<file path="src/rtl/buf_seq_pkg.sv">
// Shared definitions for the operand-buffer sequencer: buffer command encoding,
// sequencer FSM states, default geometry and the tile-length legality check.
package buf_seq_pkg;

    localparam int unsigned DEPTH_DEF  = 16384;
    localparam int unsigned ADDR_W_DEF = 14;

    // Command presented to the operand buffer each cycle
    typedef enum logic [1:0] {
        BUF_NOP    = 2'b00,
        BUF_STORE  = 2'b01,
        BUF_STREAM = 2'b10
    } buf_op_e;

    typedef enum logic [2:0] {
        StIdle,
        StLoad,
        StStream,
        StActive,
        StDone
    } seq_state_e;

    // A tile must hold whole pairs and fit in the buffer
    function automatic logic cfg_legal(input logic [31:0] words, input int unsigned depth);
        return (words[0] == 1'b0) && (words <= depth);
    endfunction

endpackage

</file>
<file path="src/rtl/seq_arbiter.sv">
// Per-cycle arbitration between host stores and array pair requests.
// Stream wins: a granted pair holds host_ready low that cycle, so the buffer sees
// at most one command per cycle. Also registers the one-cycle buffer read latency
// into stream_valid.
module seq_arbiter #(
    parameter int unsigned CNT_W = 15
) (
    input  logic             clk,
    input  logic             reset_n,
    input  logic             stream_en,
    input  logic             stream_req,
    input  logic [CNT_W-1:0] occupancy,
    input  logic             load_en,
    input  logic             host_valid,
    input  logic             full,
    input  logic             loads_left,
    output logic             grant,
    output logic             host_ready,
    output logic             accept,
    output logic             stream_valid
);

    logic stream_valid_q;

    // Grant only when a whole pair is resident; host gets the slot otherwise
    always_comb begin
        grant      = stream_en & stream_req & (occupancy >= CNT_W'(2));
        host_ready = load_en & ~grant & ~full & loads_left;
        accept     = host_valid & host_ready;
    end

    // Buffer registers data_out, so the pair is valid one cycle after its grant
    always_ff @(posedge clk or negedge reset_n) begin
        if (!reset_n) begin
            stream_valid_q <= 1'b0;
        end else begin
            stream_valid_q <= grant;
        end
    end

    assign stream_valid = stream_valid_q;

endmodule

</file>
<file path="src/rtl/buffer_sequencer.sv">
// Tile-level controller for the operand buffer feeding the systolic array.
// Admits cfg_words host words into the buffer, then serves 64b pair requests,
// tracking occupancy and pulsing done at tile end.
// Build option BUF_SEQ_OVERLAP_EN: loading and streaming share one ACTIVE state so
// the host refills while the array drains; without it the tile is strictly
// LOAD then STREAM.
module buffer_sequencer
    import buf_seq_pkg::*;
#(
    parameter int unsigned DEPTH  = DEPTH_DEF,
    parameter int unsigned ADDR_W = ADDR_W_DEF,
    parameter int unsigned CNT_W  = ADDR_W + 1
) (
    input  logic              clk,
    input  logic              reset_n,
    input  logic              start,
    input  logic [CNT_W-1:0]  cfg_words,
    input  logic              host_valid,
    input  logic [31:0]       host_data,
    output logic              host_ready,
    input  logic              stream_req,
    output logic              stream_valid,
    output logic [1:0]        buf_state,
    output logic [31:0]       buf_data_in,
    output logic [ADDR_W-1:0] buf_addr,
    output logic [CNT_W-1:0]  occupancy,
    output logic              empty,
    output logic              full,
    output logic              done,
    output logic              cfg_err
);

    seq_state_e        state_q;
    logic [ADDR_W-1:0] wr_ptr_q, rd_ptr_q;
    logic [CNT_W-1:0]  occ_q, loaded_q, streamed_q, len_q;
    logic              done_q, cfg_err_q;

    logic load_en, stream_en, loads_left, grant, accept, grant_last;

`ifdef BUF_SEQ_OVERLAP_EN
    localparam seq_state_e RunState = StActive;
    assign load_en   = (state_q == StActive);
    assign stream_en = (state_q == StActive);
`else
    localparam seq_state_e RunState = StLoad;
    assign load_en   = (state_q == StLoad);
    assign stream_en = (state_q == StStream);
`endif

    assign loads_left = (loaded_q < len_q);
    assign grant_last = grant && ((streamed_q + CNT_W'(2)) == len_q);

    seq_arbiter #(
        .CNT_W(CNT_W)
    ) u_arb (
        .clk         (clk),
        .reset_n     (reset_n),
        .stream_en   (stream_en),
        .stream_req  (stream_req),
        .occupancy   (occ_q),
        .load_en     (load_en),
        .host_valid  (host_valid),
        .full        (full),
        .loads_left  (loads_left),
        .grant       (grant),
        .host_ready  (host_ready),
        .accept      (accept),
        .stream_valid(stream_valid)
    );

    // Buffer command for this cycle; address and data are zero when idle
    always_comb begin
        buf_state   = BUF_NOP;
        buf_addr    = '0;
        buf_data_in = '0;
        if (grant) begin
            buf_state = BUF_STREAM;
            buf_addr  = rd_ptr_q;
        end else if (accept) begin
            buf_state   = BUF_STORE;
            buf_addr    = wr_ptr_q;
            buf_data_in = host_data;
        end
    end

    // Sequencer FSM with pointers, occupancy and pulse outputs
    always_ff @(posedge clk or negedge reset_n) begin
        if (!reset_n) begin
            state_q    <= StIdle;
            wr_ptr_q   <= '0;
            rd_ptr_q   <= '0;
            occ_q      <= '0;
            loaded_q   <= '0;
            streamed_q <= '0;
            len_q      <= '0;
            done_q     <= 1'b0;
            cfg_err_q  <= 1'b0;
        end else begin
            done_q    <= 1'b0;
            cfg_err_q <= 1'b0;
            // Pointers wrap naturally at DEPTH because they are exactly ADDR_W wide
            if (accept) begin
                wr_ptr_q <= wr_ptr_q + ADDR_W'(1);
                loaded_q <= loaded_q + CNT_W'(1);
                occ_q    <= occ_q + CNT_W'(1);
            end else if (grant) begin
                rd_ptr_q   <= rd_ptr_q + ADDR_W'(2);
                streamed_q <= streamed_q + CNT_W'(2);
                occ_q      <= occ_q - CNT_W'(2);
            end
            unique case (state_q)
                StIdle: begin
                    if (start) begin
                        loaded_q   <= '0;
                        streamed_q <= '0;
                        len_q      <= cfg_words;
                        if (!cfg_legal(32'(cfg_words), DEPTH)) begin
                            cfg_err_q <= 1'b1;
                        end else if (cfg_words == '0) begin
                            state_q <= StDone;
                            done_q  <= 1'b1;
                        end else begin
                            state_q <= RunState;
                        end
                    end
                end
                StLoad: begin
                    if (accept && ((loaded_q + CNT_W'(1)) == len_q)) begin
                        state_q <= StStream;
                    end
                end
                StStream, StActive: begin
                    // Final pair implies every word was loaded, so this ends the tile
                    if (grant_last) begin
                        state_q <= StDone;
                        done_q  <= 1'b1;
                    end
                end
                StDone: begin
                    state_q <= StIdle;
                end
                default: begin
                    state_q <= StIdle;
                end
            endcase
        end
    end

    assign occupancy = occ_q;
    assign empty     = (occ_q == '0);
    assign full      = (occ_q == CNT_W'(DEPTH));
    assign done      = done_q;
    assign cfg_err   = cfg_err_q;

endmodule
</file>
<file path="config.mk">
export PLATFORM = sky130hd
export DESIGN_NAME = buffer_sequencer
export DESIGN_NICKNAME = d
export VERILOG_FILES = /design/src/rtl/buf_seq_pkg.sv /design/src/rtl/seq_arbiter.sv /design/src/rtl/buffer_sequencer.sv
export SDC_FILE = /design/constraint.sdc
export NUM_CORES = 1
export LEC_CHECK = 0
export ABC_AREA = 1
export CAP_MARGIN = 20
export CORE_MARGIN = 1
export CORE_UTILIZATION = 55
export CTS_CLUSTER_SIZE = 16
export DETAILED_ROUTE_END_ITERATION = 10
export PLACE_DENSITY = 0.83
export SLEW_MARGIN = 20
export SYNTH_ARGS = -nofsm -noshare
export SYNTH_HDL_FRONTEND = slang
export SYNTH_SLANG_ARGS = --single-unit
</file>
<file path="constraint.sdc">
create_clock -name clk -period 5.6 [get_ports clk]
set_input_delay 1.12 -clock clk [delete_from_list [all_inputs] [get_ports clk]]
set_output_delay 1.12 -clock clk [all_outputs]
set_load 0.05 [all_outputs]
</file>
Fig. 1: routed metal per tile
22 x 22 tiles, from black (low) to pale yellow (high), scaled to the fullest tile. Values are wire area over tile area, all layers added.
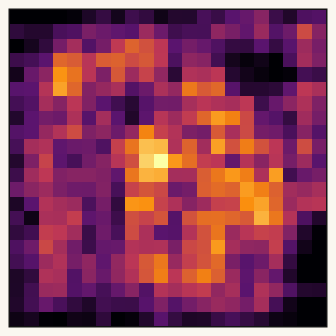
5.0% of the tiles are nearly empty. The fullest tile reaches 0.62. 22% of the tiles are over half the peak. The mean over all tiles is 0.22. The densest ninth of the die: center.
GRT Total Usage: 28.1%
total wire length: 15500 µm
DR WL/cell: 13.4 µm
Vias: 6029

Fig. 2: gate-type map
The bar under the picture is 20 µm long.
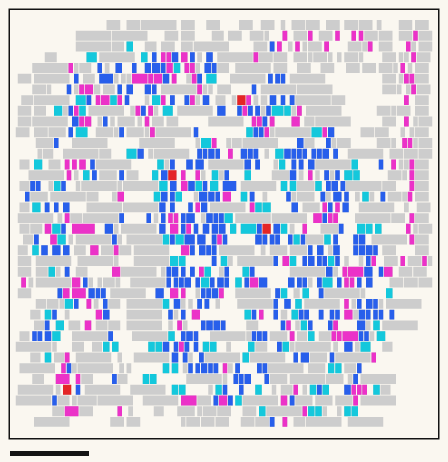
Key: NAND gates = blue [cells 299, most used nand2_1]; AND and OR gates = red [cells 4, most used or2_1]; NOR gates = magenta [cells 149, most used nor2_1, where spread over the die]; inverting AOI/OAI gates = cyan [cells 114, most used o21ai_0, where spread over the die]
Commonest Layout Cell: nand2_1
Comb area share: 42.1%

Fig. 3: placement view
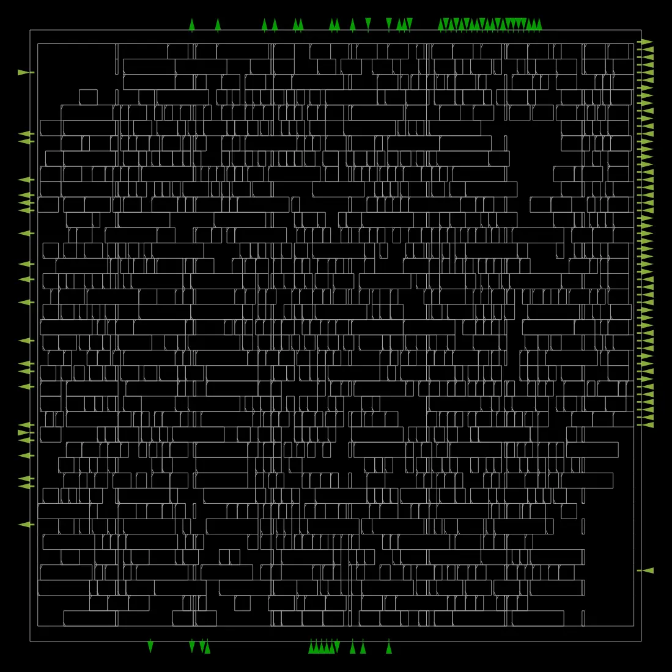
fraction of area in registers: 29.6%
Core Util, Final: 71.1%
tapcell count: 140

==> results_slide.txt <==
Run Summary

Status
  • Status: finished, final reports clean

Finish
  • Clock buffers: 11
  • Finished Layout Cells: 1152
  • Clk cell area share: 3.47%
  • Design area: 0.00778 mm²
  • Biggest Area Class: multi-input combinational cells
  • Final nets: 1083
  • N_diodes: 0
  • Area grow syn2layout: 24.6%
  • Layout cells sized above 1: 7.02%
  • Inverters: 145

GRT
  • First-pass GRT wire length: 25500 µm
  • Routing usage on met2: 45.9%
  • Remaining Overflow, GRT: 0

Route
  • Avg Vias per Cell: 5.23
  • Pre-antenna DRT Iters: 5
  • Initial DRC count: 390
  • Remaining DRCs: 0
  • Antenna-violating nets left: 0

Yosys
  • Mapped cell area: 0.00624 mm²
  • Synth top cells by count: nand2_1 (210), inv_1 (138), nor2_1 (112)
  • Syn_area_per_cell: 6.99 µm²
  • Yosys xor share: 5.75%
  • Mux share: 0%
  • Synth Seq Share: 36.9%
  • Distinct cells, synth: 42

STA
  • RSZ-0062 raised after global routing: no
  • Fin crit share: 86.6%
  • Fin crit period: 4.85 ns
  • Final clock skew: 0.00638 ns

Hold path
  • Hold path start: rd_ptr_q[12]$_DFFE_PN0P_

Power
  • P_int: 1.80 mW
  • Clock net power: 0.569 mW
  • Worst vdd ir: 0.000329 V
  • Combinational power: 1.94 mW
  • Top Consumer: combinational logic

Clock network
  • Post-CTS setup buffer count: 0
  • Resized cells post-CTS: 0

Floorplan
  • Die H: 109 µm
  • Fp util: 57.1%

Setup path
  • End of the worst register-to-register path: wr_ptr_q[12]$_DFFE_PN0N_
  • WP data required: 4.48 ns
  • Max FO, Critical Path: 42
  • Slowest-stage cell, CP: clkdlybuf4s50_1
  • Top delay family on crit path: buffers and inverters
  • Slowest stage delay, CP: 0.82 ns

Placement
  • Dpl cell area: 0.00751 mm²
==> layout by cell type, fill, tap and decap left out, types with 2 or more instances in the layout <==
master / n
nor4_1: 6
clkinv_2: 4
inv_2: 7
nand2_2: 5
nor2_2: 11
buf_4: 20
o21ai_1: 2
o31ai_1: 2
a21oi_1: 29
inv_1: 138
clkdlybuf4s50_1: 106
nor2_4: 4
o21ai_0: 51
o22ai_1: 9
nand4_1: 10
o21a_1: 2
ha_1: 24
nor3_2: 3
nand3_1: 71
clkbuf_16: 9
nor2_1: 111
a211oi_1: 4
a31oi_1: 11
nand3_2: 2
nor3_1: 13
dfrtp_1: 92
nand2_1: 210
or2_1: 2
xor2_1: 40
Power and IR drop assume default switching activity.
